[src/rtl/bridge_uart_arbiter.sv]
// Round-robin arbiter sharing the UART bridge Avalon-MM slave between the UART/FIFO
// monitor (m0) and host register access (m1); every transfer is bounded by an ack timeout.
module bridge_uart_arbiter #(
  parameter int unsigned TIMEOUT_CYCLES = 1024,
  parameter logic [31:0] TIMEOUT_DATA   = 32'hDEADBEEF
) (
  input  logic        clock,
  input  logic        nreset,
  input  logic        m0_read,
  input  logic        m0_write,
  input  logic [3:0]  m0_byte_enable,
  input  logic [5:0]  m0_address,
  input  logic [31:0] m0_write_data,
  output logic        m0_acknowledge,
  output logic [31:0] m0_read_data,
  output logic        m0_timeout,
  input  logic        m1_read,
  input  logic        m1_write,
  input  logic [3:0]  m1_byte_enable,
  input  logic [5:0]  m1_address,
  input  logic [31:0] m1_write_data,
  output logic        m1_acknowledge,
  output logic [31:0] m1_read_data,
  output logic        m1_timeout,
  output logic        bridge_uart_read,
  output logic        bridge_uart_write,
  output logic [3:0]  bridge_uart_byte_enable,
  output logic [5:0]  bridge_uart_address,
  output logic [31:0] bridge_uart_write_data,
  input  logic        bridge_uart_acknowledge,
  input  logic [31:0] bridge_uart_read_data,
  output logic [1:0]  grant,
  output logic [15:0] timeout_count
);
  // state   | meaning
  // IDLE    | no owner; requests sampled every edge
  // BUSY    | transfer presented to slave; waiting for ack or timeout
  // RELEASE | owner has its ack; one dead cycle so it can drop its strobe
  typedef enum logic [1:0] {IDLE, BUSY, RELEASE} state_t;

  localparam int unsigned CNT_W = (TIMEOUT_CYCLES > 2) ? $clog2(TIMEOUT_CYCLES) : 1;
  localparam logic [CNT_W-1:0] CNT_LOAD = CNT_W'(TIMEOUT_CYCLES - 1);

  state_t           state_q, state_d;
  logic             rr_q, rr_d;
  logic             owner_q, owner_d;
  logic [CNT_W-1:0] cnt_q, cnt_d;
  logic [1:0]       grant_q, grant_d;
  logic             bu_read_q, bu_read_d;
  logic             bu_write_q, bu_write_d;
  logic [3:0]       bu_be_q, bu_be_d;
  logic [5:0]       bu_addr_q, bu_addr_d;
  logic [31:0]      bu_wdata_q, bu_wdata_d;
  logic [1:0]       ack_q, ack_d;
  logic [1:0]       tmo_q, tmo_d;
  logic [31:0]      rdata0_q, rdata0_d;
  logic [31:0]      rdata1_q, rdata1_d;
  logic [15:0]      tcount_q, tcount_d;

  logic [1:0]  req;
  logic        win1;
  logic        sel_read;
  logic        sel_write;
  logic [3:0]  sel_be;
  logic [5:0]  sel_addr;
  logic [31:0] sel_wdata;
  logic        done;
  logic        timed_out;
  logic [31:0] ret_data;

  always_ff @(posedge clock) begin
    if (!nreset) begin
      state_q    <= IDLE;
      rr_q       <= 1'b0;
      owner_q    <= 1'b0;
      cnt_q      <= '0;
      grant_q    <= 2'b00;
      bu_read_q  <= 1'b0;
      bu_write_q <= 1'b0;
      bu_be_q    <= 4'h0;
      bu_addr_q  <= 6'h00;
      bu_wdata_q <= 32'h0;
      ack_q      <= 2'b00;
      tmo_q      <= 2'b00;
      rdata0_q   <= 32'h0;
      rdata1_q   <= 32'h0;
      tcount_q   <= 16'h0;
    end else begin
      state_q    <= state_d;
      rr_q       <= rr_d;
      owner_q    <= owner_d;
      cnt_q      <= cnt_d;
      grant_q    <= grant_d;
      bu_read_q  <= bu_read_d;
      bu_write_q <= bu_write_d;
      bu_be_q    <= bu_be_d;
      bu_addr_q  <= bu_addr_d;
      bu_wdata_q <= bu_wdata_d;
      ack_q      <= ack_d;
      tmo_q      <= tmo_d;
      rdata0_q   <= rdata0_d;
      rdata1_q   <= rdata1_d;
      tcount_q   <= tcount_d;
    end
  end

  always_comb begin
    state_d    = state_q;
    rr_d       = rr_q;
    owner_d    = owner_q;
    cnt_d      = cnt_q;
    grant_d    = grant_q;
    bu_read_d  = bu_read_q;
    bu_write_d = bu_write_q;
    bu_be_d    = bu_be_q;
    bu_addr_d  = bu_addr_q;
    bu_wdata_d = bu_wdata_q;
    ack_d      = 2'b00;
    tmo_d      = 2'b00;
    rdata0_d   = rdata0_q;
    rdata1_d   = rdata1_q;
    tcount_d   = tcount_q;

    req       = {m1_read | m1_write, m0_read | m0_write};
    // m1 wins when alone, or when both request and the pointer favours it
    win1      = req[1] & (~req[0] | rr_q);
    sel_read  = win1 ? m1_read        : m0_read;
    sel_write = win1 ? m1_write       : m0_write;
    sel_be    = win1 ? m1_byte_enable : m0_byte_enable;
    sel_addr  = win1 ? m1_address     : m0_address;
    sel_wdata = win1 ? m1_write_data  : m0_write_data;

    // a slave ack on the terminal-count cycle still counts as a normal completion
    done      = bridge_uart_acknowledge | (cnt_q == '0);
    timed_out = ~bridge_uart_acknowledge;
    ret_data  = timed_out ? TIMEOUT_DATA : bridge_uart_read_data;

    case (state_q)
      IDLE: begin
        if (|req) begin
          owner_d    = win1;
          rr_d       = ~win1;
          grant_d    = win1 ? 2'b10 : 2'b01;
          bu_read_d  = sel_read;
          bu_write_d = sel_write & ~sel_read;
          bu_be_d    = sel_be;
          bu_addr_d  = sel_addr;
          bu_wdata_d = sel_wdata;
          cnt_d      = CNT_LOAD;
          state_d    = BUSY;
        end
      end
      BUSY: begin
        if (done) begin
          bu_read_d       = 1'b0;
          bu_write_d      = 1'b0;
          bu_be_d         = 4'h0;
          ack_d[owner_q]  = 1'b1;
          tmo_d[owner_q]  = timed_out;
          if (bu_read_q) begin
            if (owner_q) rdata1_d = ret_data;
            else         rdata0_d = ret_data;
          end
          if (timed_out && (tcount_q != 16'hFFFF)) tcount_d = tcount_q + 16'd1;
          state_d = RELEASE;
        end else begin
          cnt_d = cnt_q - 1'b1;
        end
      end
      RELEASE: begin
        grant_d = 2'b00;
        state_d = IDLE;
      end
      default: state_d = IDLE;
    endcase
  end

  assign m0_acknowledge          = ack_q[0];
  assign m1_acknowledge          = ack_q[1];
  assign m0_timeout              = tmo_q[0];
  assign m1_timeout              = tmo_q[1];
  assign m0_read_data            = rdata0_q;
  assign m1_read_data            = rdata1_q;
  assign bridge_uart_read        = bu_read_q;
  assign bridge_uart_write       = bu_write_q;
  assign bridge_uart_byte_enable = bu_be_q;
  assign bridge_uart_address     = bu_addr_q;
  assign bridge_uart_write_data  = bu_wdata_q;
  assign grant                   = grant_q;
  assign timeout_count           = tcount_q;

endmodule

[config.mk]
export PLATFORM = sky130hd
export DESIGN_NAME = bridge_uart_arbiter
export DESIGN_NICKNAME = d
export VERILOG_FILES = /design/src/rtl/bridge_uart_arbiter.sv
export SDC_FILE = /design/constraint.sdc
export NUM_CORES = 1
export LEC_CHECK = 0
export ABC_CLOCK_PERIOD_IN_PS = 5800
export CORE_MARGIN = 2
export CORE_UTILIZATION = 46
export CTS_CLUSTER_SIZE = 10
export DETAILED_ROUTE_END_ITERATION = 10
export GPL_ROUTABILITY_DRIVEN = 0
export PLACE_DENSITY = 0.94
export SLEW_MARGIN = 40
export SYNTH_ARGS = -nofsm -noshare
export SYNTH_HDL_FRONTEND = slang
export SYNTH_SLANG_ARGS = --single-unit
[constraint.sdc]
create_clock -name clock -period 5.8 [get_ports clock]
set_input_delay 1.16 -clock clock [delete_from_list [all_inputs] [get_ports clock]]
set_output_delay 1.16 -clock clock [all_outputs]
set_load 0.005 [all_outputs]
Fig. 1: run 1, clock distribution
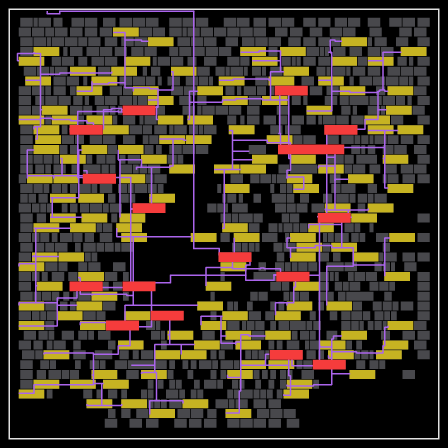
[red] clock-net drivers | count: 17
[purple] clock wires | length: 1770 um
[yellow] flip-flops | count: 144
flops lie: all over the die

Fig. 2: run 1, routed metal, one colour a layer
The bar under the picture is 20 um long.
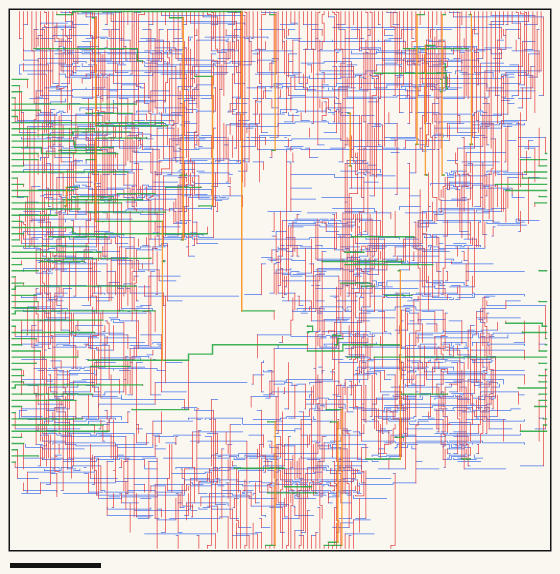
[blue] M1 | wire length: 7680 um
[red] M2 | wire length: 9690 um
[orange] M4 | wire length: 508 um
[green] M3 | wire length: 1340 um

==> results.sh, run 1 <==
# yosys + openroad results
export IMPL_cp_num_buf_inv=4
export IMPL_num_fill_cells=912
export IMPL_p_sw_mw=0.644
export IMPL_p_leak_nw=3.33
export IMPL_antenna_left=0
export IMPL_critPathTopFamily="buffers and inverters"
export IMPL_routed_wl_um=19200
export IMPL_slew_viol_final=0
export IMPL_status="finished clean"
export IMPL_use_met2_pct=46.0
export IMPL_largest_area_cell="dfxtp_1"
export IMPL_nNonClkInverters=8
export IMPL_final_layout_top_logic_cells="clkdlybuf4s50_1 (252), dfxtp_1 (144), a211oi_1 (94), a21oi_1 (83), nor2_1 (49)"
export IMPL_tritoncts_num_buffers=17
export IMPL_comb_share_pct=32.0
export IMPL_edf_count=0
export IMPL_rr_endpoint="timeout_count[12]"
export IMPL_synth_area_mux_share_pct=7.24
export IMPL_combGateArea_sq_mm=0.00297
export IMPL_startpoint="bridge_uart_acknowledge"
export IMPL_antenna_found_initial=0
export IMPL_worstSkewPairLatency_ns=0.41
export IMPL_wl_met2_um=9690
export IMPL_cp_slowest_stage_delay_ns=0.50
export IMPL_layout_nets=1010
export IMPL_arrival_ns=3.62
export IMPL_syn_num_nets=784
export IMPL_grt_ovfl_total=0
export IMPL_comb_cell_power_mw=0.448
export IMPL_max_clock_freq_ghz=0.303
export IMPL_fin_cells=1073
export IMPL_cp_max_fo=46
export IMPL_taps=176
export IMPL_warnings=26
export IMPL_synth_seq_share_pct=47.4
export IMPL_io_pins=253
export IMPL_setup_viol=0
export IMPL_groute_usage_overall_pct=27.1
export IMPL_crit_end="timeout_count[12]"
export IMPL_cts_sinks=144
export IMPL_lay_top_count="clkdlybuf4s50_1"
export IMPL_synthAdderAreaFrac_pct=0.411
export IMPL_hp_class="reg2reg"
export IMPL_min_from="bridge_uart_byte_enable[3]"
export IMPL_clkCellAreaFrac_pct=6.04
export IMPL_slew_headroom_pct=51.1
export IMPL_seq_share_pct=31.0
Fig. 3: run 1, gate-type map
The bar under the picture is 20 um long.
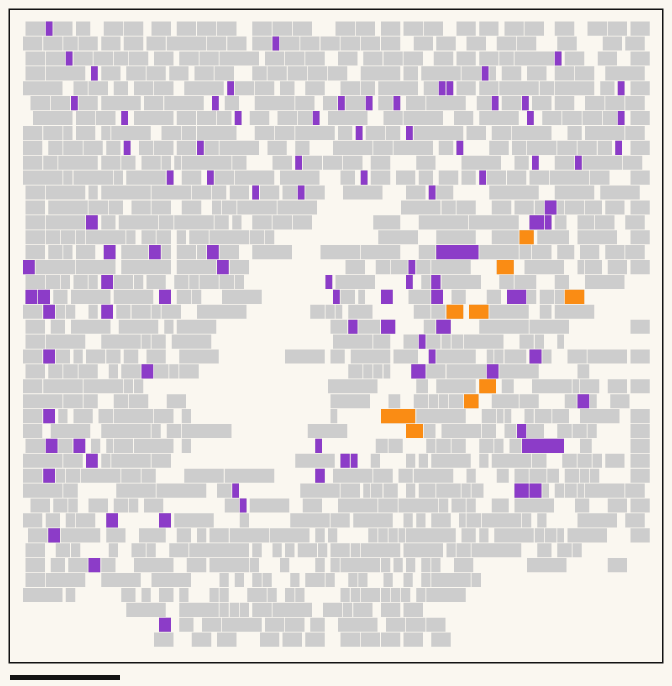
[orange] non-inverting ao/oa cells | cells: 9 | where: middle right
[purple] nor cells | cells: 93

Fig. 4: run 1, cell density map
12 x 12 tiles, from dark blue (low) to red (high), 0 to 100% covered.
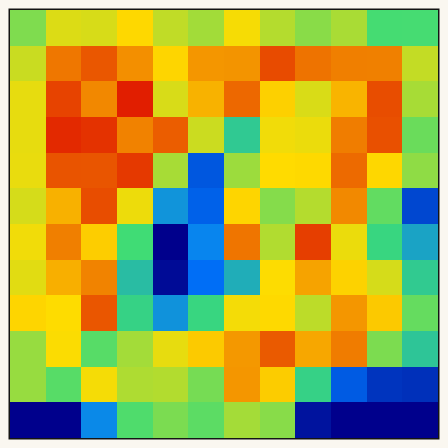

==> run 1 -> run 2 <==
--- a/config.mk
+++ b/config.mk
@@ -5,13 +5,13 @@
 export SDC_FILE = /design/constraint.sdc
 export NUM_CORES = 1
 export LEC_CHECK = 0
-export ABC_CLOCK_PERIOD_IN_PS = 5800
+export ABC_CLOCK_PERIOD_IN_PS = 3400
 export CORE_MARGIN = 2
-export CORE_UTILIZATION = 46
+export CORE_UTILIZATION = 43
 export CTS_CLUSTER_SIZE = 10
 export DETAILED_ROUTE_END_ITERATION = 10
 export GPL_ROUTABILITY_DRIVEN = 0
-export PLACE_DENSITY = 0.94
+export PLACE_DENSITY = 0.89
 export SLEW_MARGIN = 40
 export SYNTH_ARGS = -nofsm -noshare
 export SYNTH_HDL_FRONTEND = slang
==> constraint.sdc (replaced) <==
create_clock -name clock -period 3.4 [get_ports clock]
set_input_delay 0.68 -clock clock [delete_from_list [all_inputs] [get_ports clock]]
set_output_delay 0.68 -clock clock [all_outputs]
set_load 0.005 [all_outputs]
Fig. 5: run 2, cell density map
12 x 12 tiles, from dark blue (low) to red (high), 0 to 100% covered.
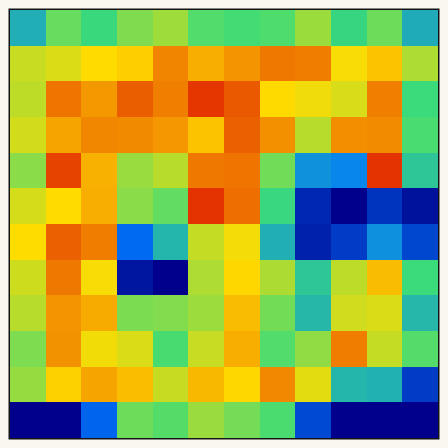
nearly empty tiles: 4.9%
fullest tile: 94%
mean over tiles: 61%
densest ninth of the die: top centre
emptiest ninth of the die: middle right
tiles over 75% full: 36%

==> run 2 against run 1 <==
Effect of this change: core utilization down 3.3 points; synthesized area unchanged; combinational power is 74% higher; hold slack gained 0.0016 ns; clock power up 76%; register-to-register slack worse by 2.0 ns; largest cell class unchanged; largest power group unchanged.
==> results.sh, run 2 <==
# yosys + openroad results
export IMPL_status="finished clean"
export IMPL_use_met2_pct=41.3
export IMPL_antenna_found_initial=0
export IMPL_comb_cell_power_mw=0.780
export IMPL_comb_share_pct=31.6
export IMPL_cp_max_fo=50
export IMPL_edf_count=0
export IMPL_cp_num_buf_inv=2
export IMPL_layout_nets=1014
export IMPL_p_leak_nw=3.35
export IMPL_min_from="bridge_uart_byte_enable[1]"
export IMPL_critPathTopFamily="AND-OR/OR-AND gates"
export IMPL_largest_area_cell="dfxtp_1"
export IMPL_cts_sinks=144
export IMPL_num_fill_cells=1052
export IMPL_synthAdderAreaFrac_pct=0.411
export IMPL_p_sw_mw=1.13
export IMPL_groute_usage_overall_pct=24.8
export IMPL_seq_share_pct=30.8
export IMPL_nNonClkInverters=8
export IMPL_worstSkewPairLatency_ns=0.41
export IMPL_arrival_ns=2.79
Power figures rest on the tool's default switching activity, not on a simulated workload.
